===== config.mk =====
export PLATFORM = sky130hd
export DESIGN_NAME = mc_chroma_ref_fetch
export DESIGN_NICKNAME = d
export VERILOG_FILES = /design/src/rtl/mc_chroma_ref_fetch.sv
export SDC_FILE = /design/constraint.sdc
export NUM_CORES = 1
export LEC_CHECK = 0
export CAP_MARGIN = 20
export CORE_ASPECT_RATIO = 2
export CORE_MARGIN = 2
export CORE_UTILIZATION = 43
export CTS_CLUSTER_SIZE = 28
export DETAILED_ROUTE_END_ITERATION = 7
export PLACE_DENSITY = 0.79
export SETUP_SLACK_MARGIN = 0.2
export SLEW_MARGIN = 30
export SYNTH_ARGS = -nofsm -noshare
export SYNTH_HDL_FRONTEND = slang
export SYNTH_SLANG_ARGS = --single-unit
export TNS_END_PERCENT = 10

===== constraint.sdc =====
create_clock -name clk_i -period 1.95 [get_ports clk_i]
set_clock_uncertainty 0.15 [all_clocks]
set_input_delay 0.195 -clock clk_i [delete_from_list [all_inputs] [get_ports clk_i]]
set_output_delay 0.195 -clock clk_i [all_outputs]
set_load 0.01 [all_outputs]

===== src/rtl/mc_chroma_ref_fetch.sv =====
// -----------------------------------------------------------------------------
// mc_chroma_ref_fetch
//
// Reads a chroma reference block out of a row-organised window SRAM and
// streams it, one row per beat, to a 2-pel-wide chroma interpolator.
//
// The block is cut into vertical strips two columns wide. Each strip is read
// top to bottom as H+1 rows, because the interpolator needs the row below the
// block as well. Every beat carries the three pixels at columns c, c+1 and
// c+2, which is all one 2-pel output pair needs horizontally. A two-cycle
// bubble separates strips, so the interpolator never pairs the last row of one
// strip with the first row of the next. end_oneblk_o marks each strip end.
//
// Per-block timeline, with start_i sampled in cycle 0 and P = H+3:
//   strip s reads     : cycles 1+s*P .. 1+s*P+H       (rd_en_o, rows ascending)
//   strip s beats     : cycles 3+s*P .. 3+s*P+H       (ref_valid_o)
//   strip s end pulse : cycle  4+s*P+H                (end_oneblk_o)
//   done_o            : cycle  (W/2)*P+1, together with the last end pulse
//
// Ports
//   clk_i, rst_n_i          clock (rising edge), async active-low reset
//   start_i                 one-cycle block request, sampled only in IDLE
//   blk_x_i, blk_y_i        block top-left position in the window
//   blk_w_i, blk_h_i        size codes: 0=2, 1=4, 2=8, 3=8
//   fracx_i, fracy_i        chroma MV fractions, latched with the request
//   rd_en_o, rd_addr_o      SRAM read strobe and row address
//   rd_data_i               SRAM row, returned one cycle after rd_en_o
//   ref_valid_o             beat valid toward the interpolator
//   refuv_p0/p1/p2_o        pixels at columns c, c+1, c+2 of the beat's row
//   end_oneblk_o            one-cycle strip-end pulse
//   fracx_o, fracy_o        fractions of the current or most recent block
//   busy_o, done_o          block in progress / one-cycle block-complete pulse
//   dbg_state_o             FSM state, for observation only
// -----------------------------------------------------------------------------
`ifndef BIT_DEPTH
`define BIT_DEPTH 8
`endif

module mc_chroma_ref_fetch (
  input  logic                      clk_i,
  input  logic                      rst_n_i,
  input  logic                      start_i,
  input  logic [3:0]                blk_x_i,
  input  logic [4:0]                blk_y_i,
  input  logic [1:0]                blk_w_i,
  input  logic [1:0]                blk_h_i,
  input  logic [2:0]                fracx_i,
  input  logic [2:0]                fracy_i,
  output logic                      rd_en_o,
  output logic [4:0]                rd_addr_o,
  input  logic [16*`BIT_DEPTH-1:0]  rd_data_i,
  output logic                      ref_valid_o,
  output logic [`BIT_DEPTH-1:0]     refuv_p0_o,
  output logic [`BIT_DEPTH-1:0]     refuv_p1_o,
  output logic [`BIT_DEPTH-1:0]     refuv_p2_o,
  output logic                      end_oneblk_o,
  output logic [2:0]                fracx_o,
  output logic [2:0]                fracy_o,
  output logic                      busy_o,
  output logic                      done_o,
  output logic [1:0]                dbg_state_o
);

  localparam int BD = `BIT_DEPTH;

  // Handshake: start_i is a single-cycle request with no ready. It is
  // honoured only while the FSM is IDLE (busy_o low); any pulse while busy_o
  // is high is dropped. rd_en_o is a read strobe whose data is expected on
  // rd_data_i exactly one cycle later; the SRAM cannot stall. ref_valid_o is
  // a push-only valid: the consumer must take every beat it is presented.

  typedef enum logic [1:0] {
    IDLE  = 2'd0,
    FETCH = 2'd1,
    GAP   = 2'd2
  } state_t;

  state_t state_q, state_d;

  // Block parameters captured with the request.
  logic [3:0] x_q;
  logic [4:0] y_q;
  logic [3:0] h_q;        // block height in rows: 2, 4 or 8
  logic [1:0] nstr_m1_q;  // number of strips minus one: 0, 1 or 3

  // Position within the block.
  logic [3:0] cnt_q;      // row offset in FETCH, bubble cycle in GAP
  logic [1:0] strip_q;

  logic fetch_last;       // last read of the current strip
  logic final_strip;
  logic gap_last;         // last cycle of the bubble after a strip

  // Read-return pipeline: stage 1 lines up with rd_data_i, stage 2 is the
  // beat presented on ref_valid_o.
  logic       v1_q;
  logic       last1_q;
  logic       fin1_q;
  logic [3:0] col1_q;
  logic       last2_q;
  logic       fin2_q;

  logic [BD-1:0] row_pix [16];
  logic [3:0]    col_p1;
  logic [3:0]    col_p2;

  // ---------------------------------------------------------------------------
  // Size decode
  // ---------------------------------------------------------------------------
  function automatic logic [3:0] size_rows(input logic [1:0] code);
    case (code)
      2'd0:    return 4'd2;
      2'd1:    return 4'd4;
      default: return 4'd8;
    endcase
  endfunction

  function automatic logic [1:0] strips_m1(input logic [1:0] code);
    case (code)
      2'd0:    return 2'd0;
      2'd1:    return 2'd1;
      default: return 2'd3;
    endcase
  endfunction

  // ---------------------------------------------------------------------------
  // FSM: state register
  // ---------------------------------------------------------------------------
  always_ff @(posedge clk_i or negedge rst_n_i) begin
    if (!rst_n_i) begin
      state_q <= IDLE;
    end else begin
      state_q <= state_d;
    end
  end

  // ---------------------------------------------------------------------------
  // FSM: next state
  // ---------------------------------------------------------------------------
  // The bubble after a strip is two cycles. After the final strip it is three:
  // the extra cycle is the one in which the last end_oneblk_o / done_o leave
  // the pipeline, so busy_o covers them and IDLE starts the cycle after done_o.
  always_comb begin
    fetch_last  = (state_q == FETCH) && (cnt_q == h_q);
    final_strip = (strip_q == nstr_m1_q);
    gap_last    = (state_q == GAP) && (cnt_q == (final_strip ? 4'd2 : 4'd1));
  end

  always_comb begin
    state_d = state_q;
    case (state_q)
      IDLE: begin
        if (start_i) state_d = FETCH;
      end
      FETCH: begin
        if (fetch_last) state_d = GAP;
      end
      GAP: begin
        if (gap_last) state_d = final_strip ? IDLE : FETCH;
      end
      default: state_d = IDLE;
    endcase
  end

  // ---------------------------------------------------------------------------
  // FSM: outputs
  // ---------------------------------------------------------------------------
  always_comb begin
    rd_en_o     = 1'b0;
    rd_addr_o   = 5'd0;
    busy_o      = 1'b0;
    dbg_state_o = state_q;
    case (state_q)
      FETCH: begin
        rd_en_o   = 1'b1;
        rd_addr_o = y_q + {1'b0, cnt_q};
        busy_o    = 1'b1;
      end
      GAP: begin
        busy_o = 1'b1;
      end
      default: begin
        busy_o = 1'b0;
      end
    endcase
  end

  // ---------------------------------------------------------------------------
  // Block parameters and position counters
  // ---------------------------------------------------------------------------
  always_ff @(posedge clk_i or negedge rst_n_i) begin
    if (!rst_n_i) begin
      x_q       <= '0;
      y_q       <= '0;
      h_q       <= '0;
      nstr_m1_q <= '0;
      fracx_o   <= '0;
      fracy_o   <= '0;
      cnt_q     <= '0;
      strip_q   <= '0;
    end else begin
      case (state_q)
        IDLE: begin
          if (start_i) begin
            x_q       <= blk_x_i;
            y_q       <= blk_y_i;
            h_q       <= size_rows(blk_h_i);
            nstr_m1_q <= strips_m1(blk_w_i);
            fracx_o   <= fracx_i;
            fracy_o   <= fracy_i;
            cnt_q     <= '0;
            strip_q   <= '0;
          end
        end
        FETCH: begin
          cnt_q <= fetch_last ? 4'd0 : cnt_q + 4'd1;
        end
        GAP: begin
          if (gap_last) begin
            cnt_q   <= '0;
            strip_q <= strip_q + 2'd1;
          end else begin
            cnt_q <= cnt_q + 4'd1;
          end
        end
        default: begin
          cnt_q <= '0;
        end
      endcase
    end
  end

  // ---------------------------------------------------------------------------
  // Read-return pipeline
  // ---------------------------------------------------------------------------
  // The strip column travels with each read so the pixel select never depends
  // on strip_q, which may already have moved on by the time data returns.
  always_ff @(posedge clk_i or negedge rst_n_i) begin
    if (!rst_n_i) begin
      v1_q    <= 1'b0;
      last1_q <= 1'b0;
      fin1_q  <= 1'b0;
      col1_q  <= '0;
    end else begin
      v1_q    <= rd_en_o;
      last1_q <= fetch_last;
      fin1_q  <= fetch_last && final_strip;
      col1_q  <= x_q + {1'b0, strip_q, 1'b0};
    end
  end

  for (genvar k = 0; k < 16; k++) begin : g_row_pix
    assign row_pix[k] = rd_data_i[BD*k +: BD];
  end

  assign col_p1 = col1_q + 4'd1;
  assign col_p2 = col1_q + 4'd2;

  // Pixels only load on a returning read, so they hold between beats.
  // Clearing v1_q on reset is what drops a read that was in flight.
  always_ff @(posedge clk_i or negedge rst_n_i) begin
    if (!rst_n_i) begin
      ref_valid_o <= 1'b0;
      refuv_p0_o  <= '0;
      refuv_p1_o  <= '0;
      refuv_p2_o  <= '0;
      last2_q     <= 1'b0;
      fin2_q      <= 1'b0;
    end else begin
      ref_valid_o <= v1_q;
      last2_q     <= v1_q && last1_q;
      fin2_q      <= v1_q && fin1_q;
      if (v1_q) begin
        refuv_p0_o <= row_pix[col1_q];
        refuv_p1_o <= row_pix[col_p1];
        refuv_p2_o <= row_pix[col_p2];
      end
    end
  end

  // Strip end follows the strip's last beat by one cycle; the final strip
  // end doubles as the block completion.
  always_ff @(posedge clk_i or negedge rst_n_i) begin
    if (!rst_n_i) begin
      end_oneblk_o <= 1'b0;
      done_o       <= 1'b0;
    end else begin
      end_oneblk_o <= last2_q;
      done_o       <= fin2_q;
    end
  end

endmodule


**PDN straps and rails**

Bar = 20 microns. Pins as bars on the die edge. Tap cells in gray.
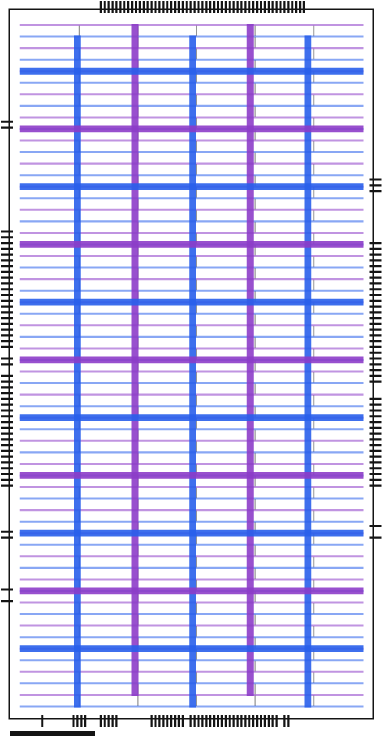
| net | color |
|---|---|
| VSS | blue |
| VDD | purple |
signal pins: 192
met5 straps: 11
tap cells: 152
Core Footprint: 13,000 sq um
Die W: 85.4 microns
worst IR drop on VDD: 1100 uV
die y size: 167 microns

**Placed cells, one color a class**

Bar = 20 microns.
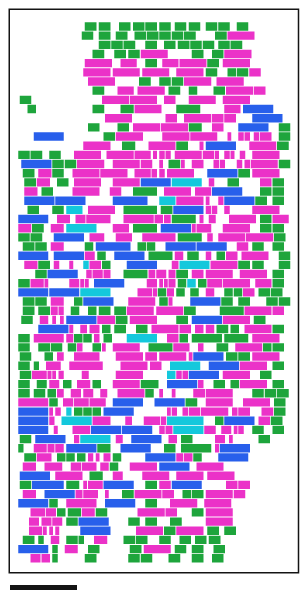
| class | color | cells | share of their area |
|---|---|---|---|
| remaining buffers and delay cells | green | 261 | 30% |
| registers | blue | 64 | 19% |
| remaining logic cells | magenta | 322 | 48% |
| clock drivers and dummy loads | cyan | 16 | 3.6% |

==> out/metrics.cfg <==
[sta]
max_freq_mhz=444
final_max_slew_viol_count=0
rsz0062_at_grt=yes
setup_viol_count_final=33
layout_min_cycle_time_ns=2.25
hold_viol=0
setup_ws_ns=-0.303
period_used_pct=116

[synth]
ff_type=dfrtp_1
edf_count=0
xor_area_share_pct=1.98
adder_share_pct=3.34
ys_ff=64
synthMuxAreaShare_pct=49.9
synth_area_sq_um=5690
common_cells=96 x mux4_2, 64 x dfrtp_1, 49 x mux2i_1
ys_area_sq_um=5690
ys_sh_aoi_pct=8.24
topCellsByArea=mux4_2 38%, dfrtp_1 28%, mux2i_1 8.6%, mux2_2 3.4%, ha_1 2.6%
fp_nets=584
synthCells=420
ys_sh_simple_pct=4.99
topCombFamilyByArea=multiplexers
yosys_warnings=0
top_cell_area_share_pct=38.0
postSynthSeqShare_pct=28.1
synthArstFlopShare_pct=100
postSynthAreaPerCell_sq_um=13.6
ys_types=42

[hold_path]
hold_path_class=flop to flop
hold_path.startpoint=last2_q$_DFF_PN0_
hold_end=end_oneblk_o$_DFF_PN0_

[routing]
route.detailed.drc=0
vias_per_cell=6.24
via_count=5089
ant_nets=0
totalWireLength_microns=19200
wl_per_cell_microns=23.5

[placed_design]
pre_cts_slack_ns=-0.490
io_buffer_count=191
place.gp.congestion=0.922

[setup_path]
worst-r2r-setup-slack_ns=-0.28
worstPathArrival_ns=1.91
reg2reg_to=cnt_q[0]$_DFFE_PN0P_
path_cells=ha_2, fa_2, a21o_1, a21oi_2, xor2_1, nor2_1, buf_2
r2r-start=cnt_q[1]$_DFFE_PN0P_
start_kind=flop
crit_slowest_cell=dfrtp_1
end_kind=output pin
max_stage_delay_ns=0.38

[grt]
grt_max_degree=55
antenna_found_initial=0
grtUsageTotal_pct=26.6
grt_overflow=0
grt_pass1_wl_microns=29200

[layout]
layout_top_cell=clkdlybuf4s50_1
final_util_pct=68.0
drive_gt1_share_pct=37.4
layout_top_cells=183 x clkdlybuf4s50_1, 96 x mux4_2, 61 x dfrtp_1
nNetsFinal=822

[outcome]
outcome=complete, but fails checks
violations=negative setup slack

[clock_network]
cts_sinks=64
clk_transition_reported_paths_ns=0.05
htree_levels=3
cts_tree=yes
cts_buffer_depth=2
clockRootBuffer=clkbuf_16

[floorplan]
placementRows=59

[power]
power_density_nw_per_um2=1730

[flow_run]
warnings=32

**Clock wires, drivers and flops**

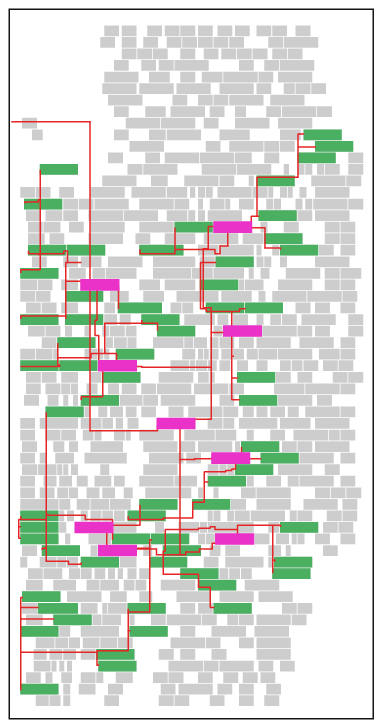
[flip-flops] green | count: 64
[clock-net drivers] magenta | count: 9
[clock wires] red | length: 930 microns
routed clock nets: 10
part of the power in the clock network: 10.7%
P_clk: 1.64 mW
Late-Pin Clk Latency: 0.33 ns

**Routed metal, one color a layer**

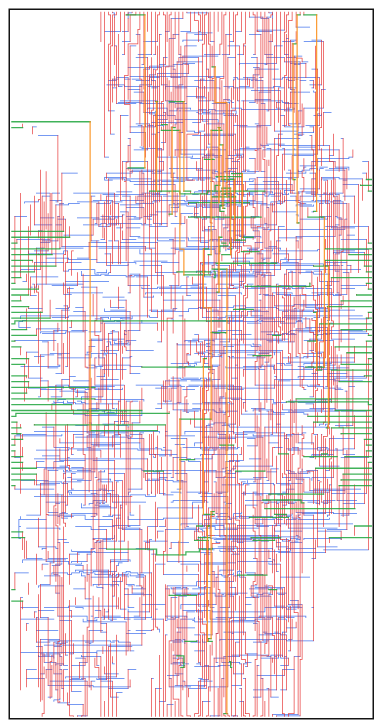
| layer | color | wire length |
|---|---|---|
| M2 | red | 10,900 microns |
| M3 | green | 1,100 microns |
| M4 | orange | 846 microns |
| M1 | blue | 6,400 microns |

worst max-delay path: cells and delay by family (launching register included):
family	cells	cell delay (ns)
flops	1	0.38
xor+xnor	1	0.16
compound gates	2	0.31
buf+inv	1	0.13
simple gates	1	0.05
fa+ha+maj	2	0.55
worst max-delay path by stage:
| stage | from | to | slack (ns) | depth (start not counted) |
|---|---|---|---|---|
| 5_1_grt | cnt_q[0]$_DFFE_PN0P_ | rd_addr_o[4] | -0.40 | 7 |
| 4_1_cts | cnt_q[0]$_DFFE_PN0P_ | rd_addr_o[4] | -0.34 | 7 |
| 3_3_place_gp | y_q[0]$_DFFE_PN0P_ | rd_addr_o[4] | -0.43 | 7 |
| 3_5_place_dp | y_q[0]$_DFFE_PN0P_ | rd_addr_o[4] | -0.49 | 7 |
| 6_report | cnt_q[0]$_DFFE_PN0P_ | rd_addr_o[4] | -0.30 | 7 |
| 2_1_floorplan | cnt_q[1]$_DFFE_PN0P_ | cnt_q[2]$_DFFE_PN0P_ | -0.05 | 5 |
report_power, final:
group,internal [mW],total [mW],switching (mW)
clock network,1.05,1.64,0.590
registers,1.96,2.43,0.469
logic,6.32,11.3,4.94
total,9.33,15.3,6.00
metrics by stage:
| step | TNS (ns) | cells | power [mW] | area (sq um) | hold WS, ns |
|---|---|---|---|---|---|
| detailed placement | -5.61 | 788 | 12.6 | 8200 | 0.141 |
| global route | -7.13 | 815 | 16.1 | 8840 | 0.227 |
| floorplan | -0.611 | 420 | 8.94 | 5800 | -0.251 |
| finish | -4.76 | 816 | 15.3 | 8840 | 0.196 |
| global placement | -4.47 | 788 | 12.3 | 8200 | 0.142 |
| CTS | -3.82 | 806 | 14.5 | 8620 | 0.204 |
state kept, by name, indices dropped and copies added (netlist names), 4 cells and up:
signal	count
x_q	4
refuv_p1_o	8
col1_q	4
refuv_p0_o	8
refuv_p2_o	8
y_q	5
cnt_q	4
final cells by class:
| class | count | area (sq um) | share of cell area [%] |
|---|---|---|---|
| Multi-Input combinational cell | 316 | 4090 | 46.2 |
| Clock inverter | 5 | 55.1 | 0.623 |
| Clock buffer | 11 | 253 | 2.86 |
| Inverter | 6 | 22.5 | 0.255 |
| Antenna cell | 1 | 2.50 | 0.0283 |
| Timing Repair Buffer | 261 | 2620 | 29.6 |
| Sequential cell | 64 | 1610 | 18.2 |
| Tap cell | 152 | 190 | 2.15 |
logic make-up (layout without fill, tap and decap cells):
kind of cell               after synthesis  count (layout)
DFF                                     64              64
AOI/OAI and AO/OA                       70              70
xor gates and xnor gates                12              12
adders and majority gates               14              14
muxes                                  162             162
buffers and inverters                   40             283
and+or+nand+nor                         58              58
other                                    0               1
routing by layer:
| metal | global-route usage, % | up-vias | wire length (microns) |
|---|---|---|---|
| li1 | - | 2204 | - |
| met1 | 28.1 | 2590 | 6400 |
| met2 | 48.7 | 240 | 10900 |
| met3 | 5.85 | 55 | 1100 |
| met4 | 12.4 | 0 | 846 |
| met5 | 0 | - | 0 |
repair_timing:
action / CTS / global route
hold endpoints to repair: 52 / 0
setup buffers: 1 / 7
setup endpoints to repair: 40 / 50
pin swaps: 12 / 9
hold buffers: 1 / 0
resized: 51 / 39
gates cloned: 0 / 2
Power and IR drop assume default switching activity.
